[src/rtl/lcd_pkg.sv]
`default_nettype none
// +----------------------------------------------------------------------+
// | lcd_pkg : shared LCD definitions (writer FSM encoding, ST7735 cmds)  |
// | Rev 1.0                                                              |
// +----------------------------------------------------------------------+
package lcd_pkg;

  typedef enum logic [1:0] {
    ST_IDLE  = 2'd0,
    ST_SHIFT = 2'd1,
    ST_GAP   = 2'd2
  } lcd_state_t;

  localparam logic [8:0] CASET = 9'h02A;
  localparam logic [8:0] RASET = 9'h02B;
  localparam logic [8:0] RAMWR = 9'h02C;

endpackage
`default_nettype wire

[src/rtl/lcd_spi_tick.sv]
`default_nettype none
// +----------------------------------------------------------------------+
// | lcd_spi_tick : SCL half-period tick generator with synchronous clear |
// | Rev 1.0                                                              |
// +----------------------------------------------------------------------+
module lcd_spi_tick
  import lcd_pkg::*;
#(
  parameter int CLK_DIV = 2
) (
  input  logic sys_clk,
  input  logic sys_rst_n,
  input  logic i_clear,
  output logic o_tick
);

  localparam logic [7:0] c_LAST = 8'(CLK_DIV - 1);

  logic [7:0] r_div;

  assign o_tick = (r_div == c_LAST);

  always_ff @(posedge sys_clk or negedge sys_rst_n) begin
    if (!sys_rst_n) begin
      r_div <= 8'd0;
    end else if (i_clear || o_tick) begin
      r_div <= 8'd0;
    end else begin
      r_div <= r_div + 8'd1;
    end
  end

endmodule
`default_nettype wire

[src/rtl/lcd_spi_writer.sv]
`default_nettype none
// +----------------------------------------------------------------------+
// | lcd_spi_writer : 9-bit (D/C + byte) SPI mode-0 writer for LCD panels |
// | Rev 1.0                                                              |
// +----------------------------------------------------------------------+
module lcd_spi_writer
  import lcd_pkg::*;
#(
  parameter int CLK_DIV    = 2,
  parameter int GAP_CYCLES = 4
) (
  input  logic       sys_clk,
  input  logic       sys_rst_n,
  input  logic [8:0] data,
  input  logic       en_write,
  output logic       wr_done,
  output logic       busy,
  output logic       lcd_cs,
  output logic       lcd_dc,
  output logic       lcd_scl,
  output logic       lcd_sda
);

  localparam logic [7:0] c_GAP_LOAD = 8'(GAP_CYCLES - 1);

  lcd_state_t r_state, w_state_n;
  // Holds the bits still to be sent; the MSB goes straight to lcd_sda at latch time.
  logic [6:0] r_shift,   w_shift_n;
  logic [2:0] r_bit_cnt, w_bit_cnt_n;
  logic [7:0] r_gap_cnt, w_gap_cnt_n;
  logic       r_wr_done, w_wr_done_n;
  logic       r_cs,      w_cs_n;
  logic       r_dc,      w_dc_n;
  logic       r_scl,     w_scl_n;
  logic       r_sda,     w_sda_n;
  logic       w_tick;

  lcd_spi_tick #(
    .CLK_DIV (CLK_DIV)
  ) u_tick (
    .sys_clk   (sys_clk),
    .sys_rst_n (sys_rst_n),
    .i_clear   (r_state != ST_SHIFT),
    .o_tick    (w_tick)
  );

  always_ff @(posedge sys_clk or negedge sys_rst_n) begin
    if (!sys_rst_n) begin
      r_state   <= ST_IDLE;
      r_shift   <= 7'd0;
      r_bit_cnt <= 3'd0;
      r_gap_cnt <= 8'd0;
      r_wr_done <= 1'b0;
      r_cs      <= 1'b1;
      r_dc      <= 1'b0;
      r_scl     <= 1'b0;
      r_sda     <= 1'b0;
    end else begin
      r_state   <= w_state_n;
      r_shift   <= w_shift_n;
      r_bit_cnt <= w_bit_cnt_n;
      r_gap_cnt <= w_gap_cnt_n;
      r_wr_done <= w_wr_done_n;
      r_cs      <= w_cs_n;
      r_dc      <= w_dc_n;
      r_scl     <= w_scl_n;
      r_sda     <= w_sda_n;
    end
  end

  always_comb begin
    w_state_n   = r_state;
    w_shift_n   = r_shift;
    w_bit_cnt_n = r_bit_cnt;
    w_gap_cnt_n = r_gap_cnt;
    w_wr_done_n = 1'b0;
    w_cs_n      = r_cs;
    w_dc_n      = r_dc;
    w_scl_n     = r_scl;
    w_sda_n     = r_sda;

    unique case (r_state)
      ST_IDLE: begin
        w_cs_n  = 1'b1;
        w_scl_n = 1'b0;
        if (en_write) begin
          w_shift_n   = data[6:0];
          w_dc_n      = data[8];
          w_sda_n     = data[7];
          w_cs_n      = 1'b0;
          w_bit_cnt_n = 3'd0;
          w_state_n   = ST_SHIFT;
        end
      end
      ST_SHIFT: begin
        if (w_tick) begin
          w_scl_n = ~r_scl;
          // Data only moves on the falling SCL edge so it is stable for the panel's rising-edge sample.
          if (r_scl) begin
            if (r_bit_cnt != 3'd7) begin
              w_bit_cnt_n = r_bit_cnt + 3'd1;
              w_sda_n     = r_shift[6];
              w_shift_n   = {r_shift[5:0], 1'b0};
            end else begin
              w_cs_n      = 1'b1;
              w_wr_done_n = 1'b1;
              w_gap_cnt_n = c_GAP_LOAD;
              w_state_n   = ST_GAP;
            end
          end
        end
      end
      ST_GAP: begin
        if (r_gap_cnt == 8'd0) begin
          w_state_n = ST_IDLE;
        end else begin
          w_gap_cnt_n = r_gap_cnt - 8'd1;
        end
      end
      default: begin
        w_state_n = ST_IDLE;
        w_cs_n    = 1'b1;
        w_scl_n   = 1'b0;
      end
    endcase
  end

  assign wr_done = r_wr_done;
  assign busy    = (r_state != ST_IDLE);
  assign lcd_cs  = r_cs;
  assign lcd_dc  = r_dc;
  assign lcd_scl = r_scl;
  assign lcd_sda = r_sda;

endmodule
`default_nettype wire

[config.mk]
export PLATFORM = sky130hd
export DESIGN_NAME = lcd_spi_writer
export DESIGN_NICKNAME = d
export VERILOG_FILES = /design/src/rtl/lcd_pkg.sv /design/src/rtl/lcd_spi_tick.sv /design/src/rtl/lcd_spi_writer.sv
export SDC_FILE = /design/constraint.sdc
export NUM_CORES = 1
export LEC_CHECK = 0
export ABC_AREA = 0
export CELL_PAD_IN_SITES_DETAIL_PLACEMENT = 1
export CELL_PAD_IN_SITES_GLOBAL_PLACEMENT = 2
export CORE_MARGIN = 8
export CORE_UTILIZATION = 35
export CTS_BUF_LIST = sky130_fd_sc_hd__clkbuf_4
export CTS_CLUSTER_SIZE = 24
export DETAILED_ROUTE_END_ITERATION = 10
export GPL_ROUTABILITY_DRIVEN = 0
export PLACE_DENSITY = 0.78
export RECOVER_POWER = 50
export SYNTH_ARGS = -nofsm -noshare
export SYNTH_HDL_FRONTEND = slang
export SYNTH_SLANG_ARGS = --single-unit
export TNS_END_PERCENT = 30
[constraint.sdc]
create_clock -name sys_clk -period 1.8 [get_ports sys_clk]
set_input_delay 0.36 -clock sys_clk [delete_from_list [all_inputs] [get_ports sys_clk]]
set_output_delay 0.36 -clock sys_clk [all_outputs]
set_load 0.01 [all_outputs]
==> flow_results.org <==
#+TITLE: Physical design notes

** Run
- Summing over the stages, the warning tally comes to 28.
- Per the run summary, max-cap violations total 0.

** Worst setup path
- Setup slack, reg-to-reg :: 0.11 ns
- For the worst reg-to-reg path, the startpoint reported by OpenROAD is r_bit_cnt[0].
- Capture point of the critical path :: r_bit_cnt[0]
- The worst setup path is captured at a flip-flop.
- The worst register-to-register path depth is 6.
- The arrival time of data at the worst endpoint is listed as 1.92 ns.

** Drt
- Met2 wire length :: 2.02 mm
- The highest metal layer carrying signal wires in the routed design is met4.
- The routed design shows a via density per instance of ~5.3.
- The violation tally recorded at the end of detailed-routing iteration 0 is 33.
- The routed design uses 108 µm of met3 wire.
- Remaining design rule violation count :: 0
- M1 wire length :: 1.73 mm
- In this run the remaining antenna-violating nets after routing total 0.

** Synth
- Flip-flop and latch count after synthesis :: 33
- Mapped Area :: 1650 µm²
- According to the Yosys statistics, the synthesized design has a chip area of roughly 1600 µm².
- Yosys reports that the most numerous cell types are 32 x sky130_fd_sc_hd__dfrtp_1, 13 x sky130_fd_sc_hd__nor2_1.
- The number of nets handed over by synthesis was 165.
- Post-synth ARST share :: 1.00
- Most used standard cell by instance count after synthesis :: sky130_fd_sc_hd__dfrtp_1
- Per the post-synthesis report, the number of cells in the design is around 150.
- Compound-gate portion of the synthesized area :: 0.193
- Adder-cell share of the synthesized area :: 0.0455
- Area fraction in mux cells :: 0.0197
- Most used flip-flop cell :: sky130_fd_sc_hd__dfrtp_1
- Yosys shows that the main logic family after synthesis is AND-OR/OR-AND gates.
- Unique cell types :: 42
- The share of synthesized area in the top cell type comes to 0.486.
- Post-synthesis share of cell area spent on xor and xnor gates :: 0.0425
- Yosys cell count :: 147
- The post-synth count of flops with an enable pin is 0.
- Most area-hungry cell type in the Yosys netlist :: sky130_fd_sc_hd__dfrtp_1

** CTS
- The longest clock path from root to sink contains 2 buffers.
- Root buffer cell :: sky130_fd_sc_hd__clkbuf_4
- For reference, the clock transition at the flip-flops on the worst setup and hold paths is 0.11 ns.
- Per the TritonCTS log, the buffer count is 5.
- Clock tree from TritonCTS :: done

** Pwr
- The share of total power dissipated in combinational logic is 0.339.
- Combinational gate power :: between 0.8 and 0.9 mW
- Switching share of power :: 0.341
- The highest supply drop recorded on VDD is 0.620 mV.
- Top contributor to total power :: sequential cells
- Leakage :: about 0.90 nW
- In the power breakdown, the internal column shows 1.57 mW.
- Switching power summed over all nets :: 0.814 mW
- Power Total :: 2.39 mW
- PwrDens :: 1190 nW/µm²
- The sequential power reported by the tool is roughly 1.2 mW.
- Portion of total power attributed to sequential cells :: 0.484

** STA
- For the pin with the worst max-slew slack, the measured transition is 0.837 ns.
- Worst hold slack :: about 0.52 ns
- Tightest slew margin relative to the limit :: 0.442
- Derived from the worst setup path, the maximum achievable clock frequency is 0.592 GHz.
- The worst path meets setup with 0.111 ns of slack.
- Count of pins over their slew limit :: 0
- Number of endpoints with negative hold slack in the final report :: 0
- Period Utilization, post-route :: 0.938
- Minimum clock period after layout :: 1.69 ns
- Setup total negative slack on the finished layout was measured at 0 ns.

** Hold path
- Startpoint of the worst hold path :: lcd_dc
- The worst hold path belongs to the class flip-flop to flip-flop.

** Placed design
- Worst setup timing slack at the placement stage :: between 0.03 and 0.04 ns
- Post-placement cell count :: 223
- Post-DP Area :: 1930 µm²

** Layout
- Clk_buf instances :: 6
- Measured on the final layout, buffering overhead outside the clock network stands at 0.116.
- Counting only logic cells after layout, the most numerous master is sky130_fd_sc_hd__dfrtp_1.
- Flip-flops :: 33
- After the flow finishes, the layout carries non-filler instances totaling roughly 230.
- Inverters, non-clock :: 8
- The final antenna diode tally reported by the flow is 0.
- Of all the cell area in the finished design, the clock network holds 0.0274.
- Summing all multi-input logic gate instances after layout gives ~800 µm².
- Final Net Count :: 196

** Die
- Pin placement for this block handled 18 I/O pins.
- The chip occupies just over 7000 µm².
- Fraction of the core area occupied by cells at floorplan :: 0.356
- Height of the chip :: 84.6 µm
- Per the OpenROAD floorplan log, the width of the die is 84.6 µm.
- The floorplan report lists the tap cell count as around 54.

** Run status
- Run status :: complete, no violations

** Global routing
- Antenna violations before repair :: 0
- met2 track demand over resource after global routing is 0.197.
- GRT Max-Usage Layer :: met2
- Entering global routing, the biggest net connects 34 pins.
- The number of global-route vias before repair came to 1,344.
==> worst max-delay path: stages, from the launching register on <==
cell	delay, ns
sky130_fd_sc_hd__dfrtp_1	0.40
sky130_fd_sc_hd__ha_1	0.20
sky130_fd_sc_hd__ha_1	0.20
sky130_fd_sc_hd__nand2b_1	0.19
sky130_fd_sc_hd__a21oi_4	0.20
sky130_fd_sc_hd__o21ai_2	0.12
sky130_fd_sc_hd__mux2_2	0.28
==> sequential cells by signal (all words and copies together) (netlist names), 2 cells and up <==
register      count
r_bit_cnt         3
r_state           2
u_tick.r_div      8
r_shift           7
r_gap_cnt         8
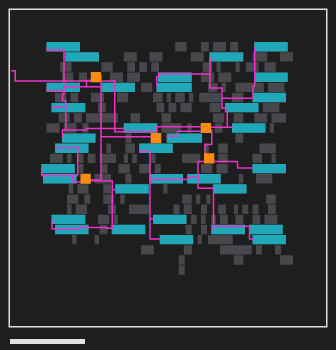
(clock wires, drivers and flops)
The bar under the picture is 20 µm long.
legend:
  cyan:
    item: flip-flops
    count: 33
  magenta:
    item: clock wires
    length: 456 µm
  orange:
    item: cells driving clock nets
    count: 5
routed clock nets: 6
worst setup skew after layout: 0.0105 ns
clk ins delay skew pair: 0.34 ns
clock network fraction of design power: 0.177
power of the clock network: 0.423 mW

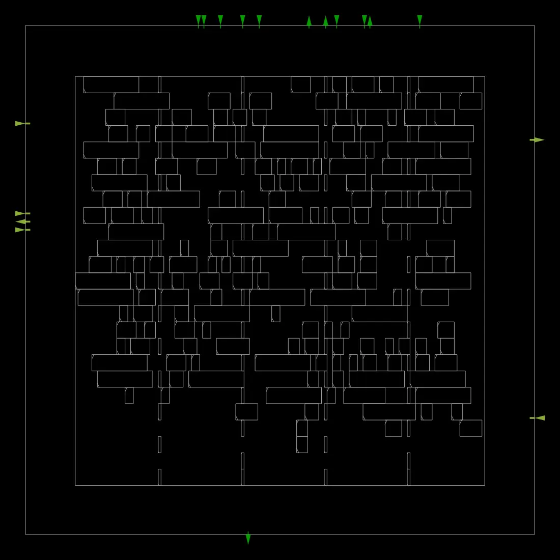
(placed standard cells)
final core occ: 0.433
Seq/total area: 0.413
Site Rows: 25
core area: 4630 µm²

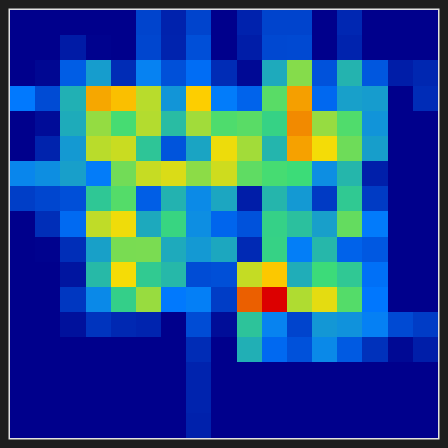
(signal metal coverage by tile)
17 x 17 tiles, from dark blue (low) to red (high), scaled to the fullest tile. Values are wire area over tile area, all layers added.
fullest tile: 0.38
densest ninth of the die: centre
tiles over half the peak: 16%
DRT Wirelength: 3.89 mm
post-detailed-route wirelength per cell: 16.7 µm
Overall Global Routing Usage: 0.117
via total after detailed routing: 1,245

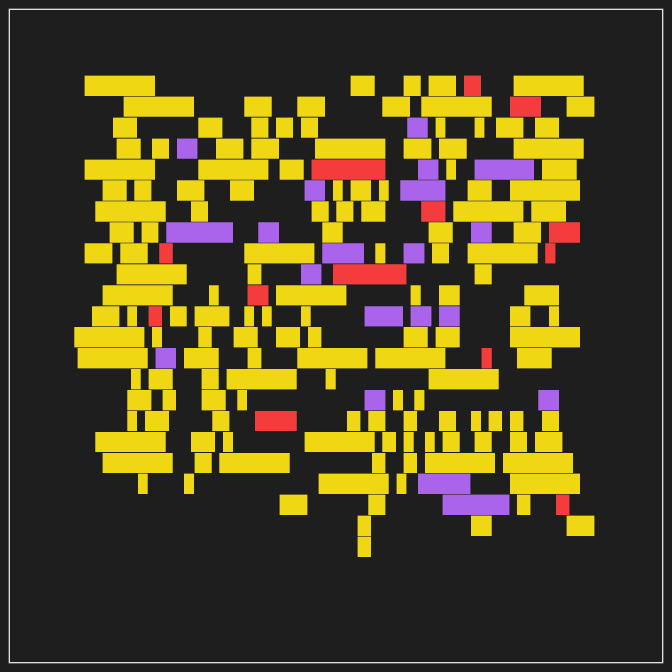
(drive-strength map)
legend:
  yellow:
    size: drive 1 or less
    cells: 146
  purple:
    size: drive 3 to 4
    cells: 20
  red:
    size: drive 2
    cells: 13
non-clock buffer total of the final layout: 27
layout overhead on the synthesized area: 21.6%
area of all placed cells without fillers: 2010 µm²

No activity file was given, so power comes from the tool's default toggle rates.
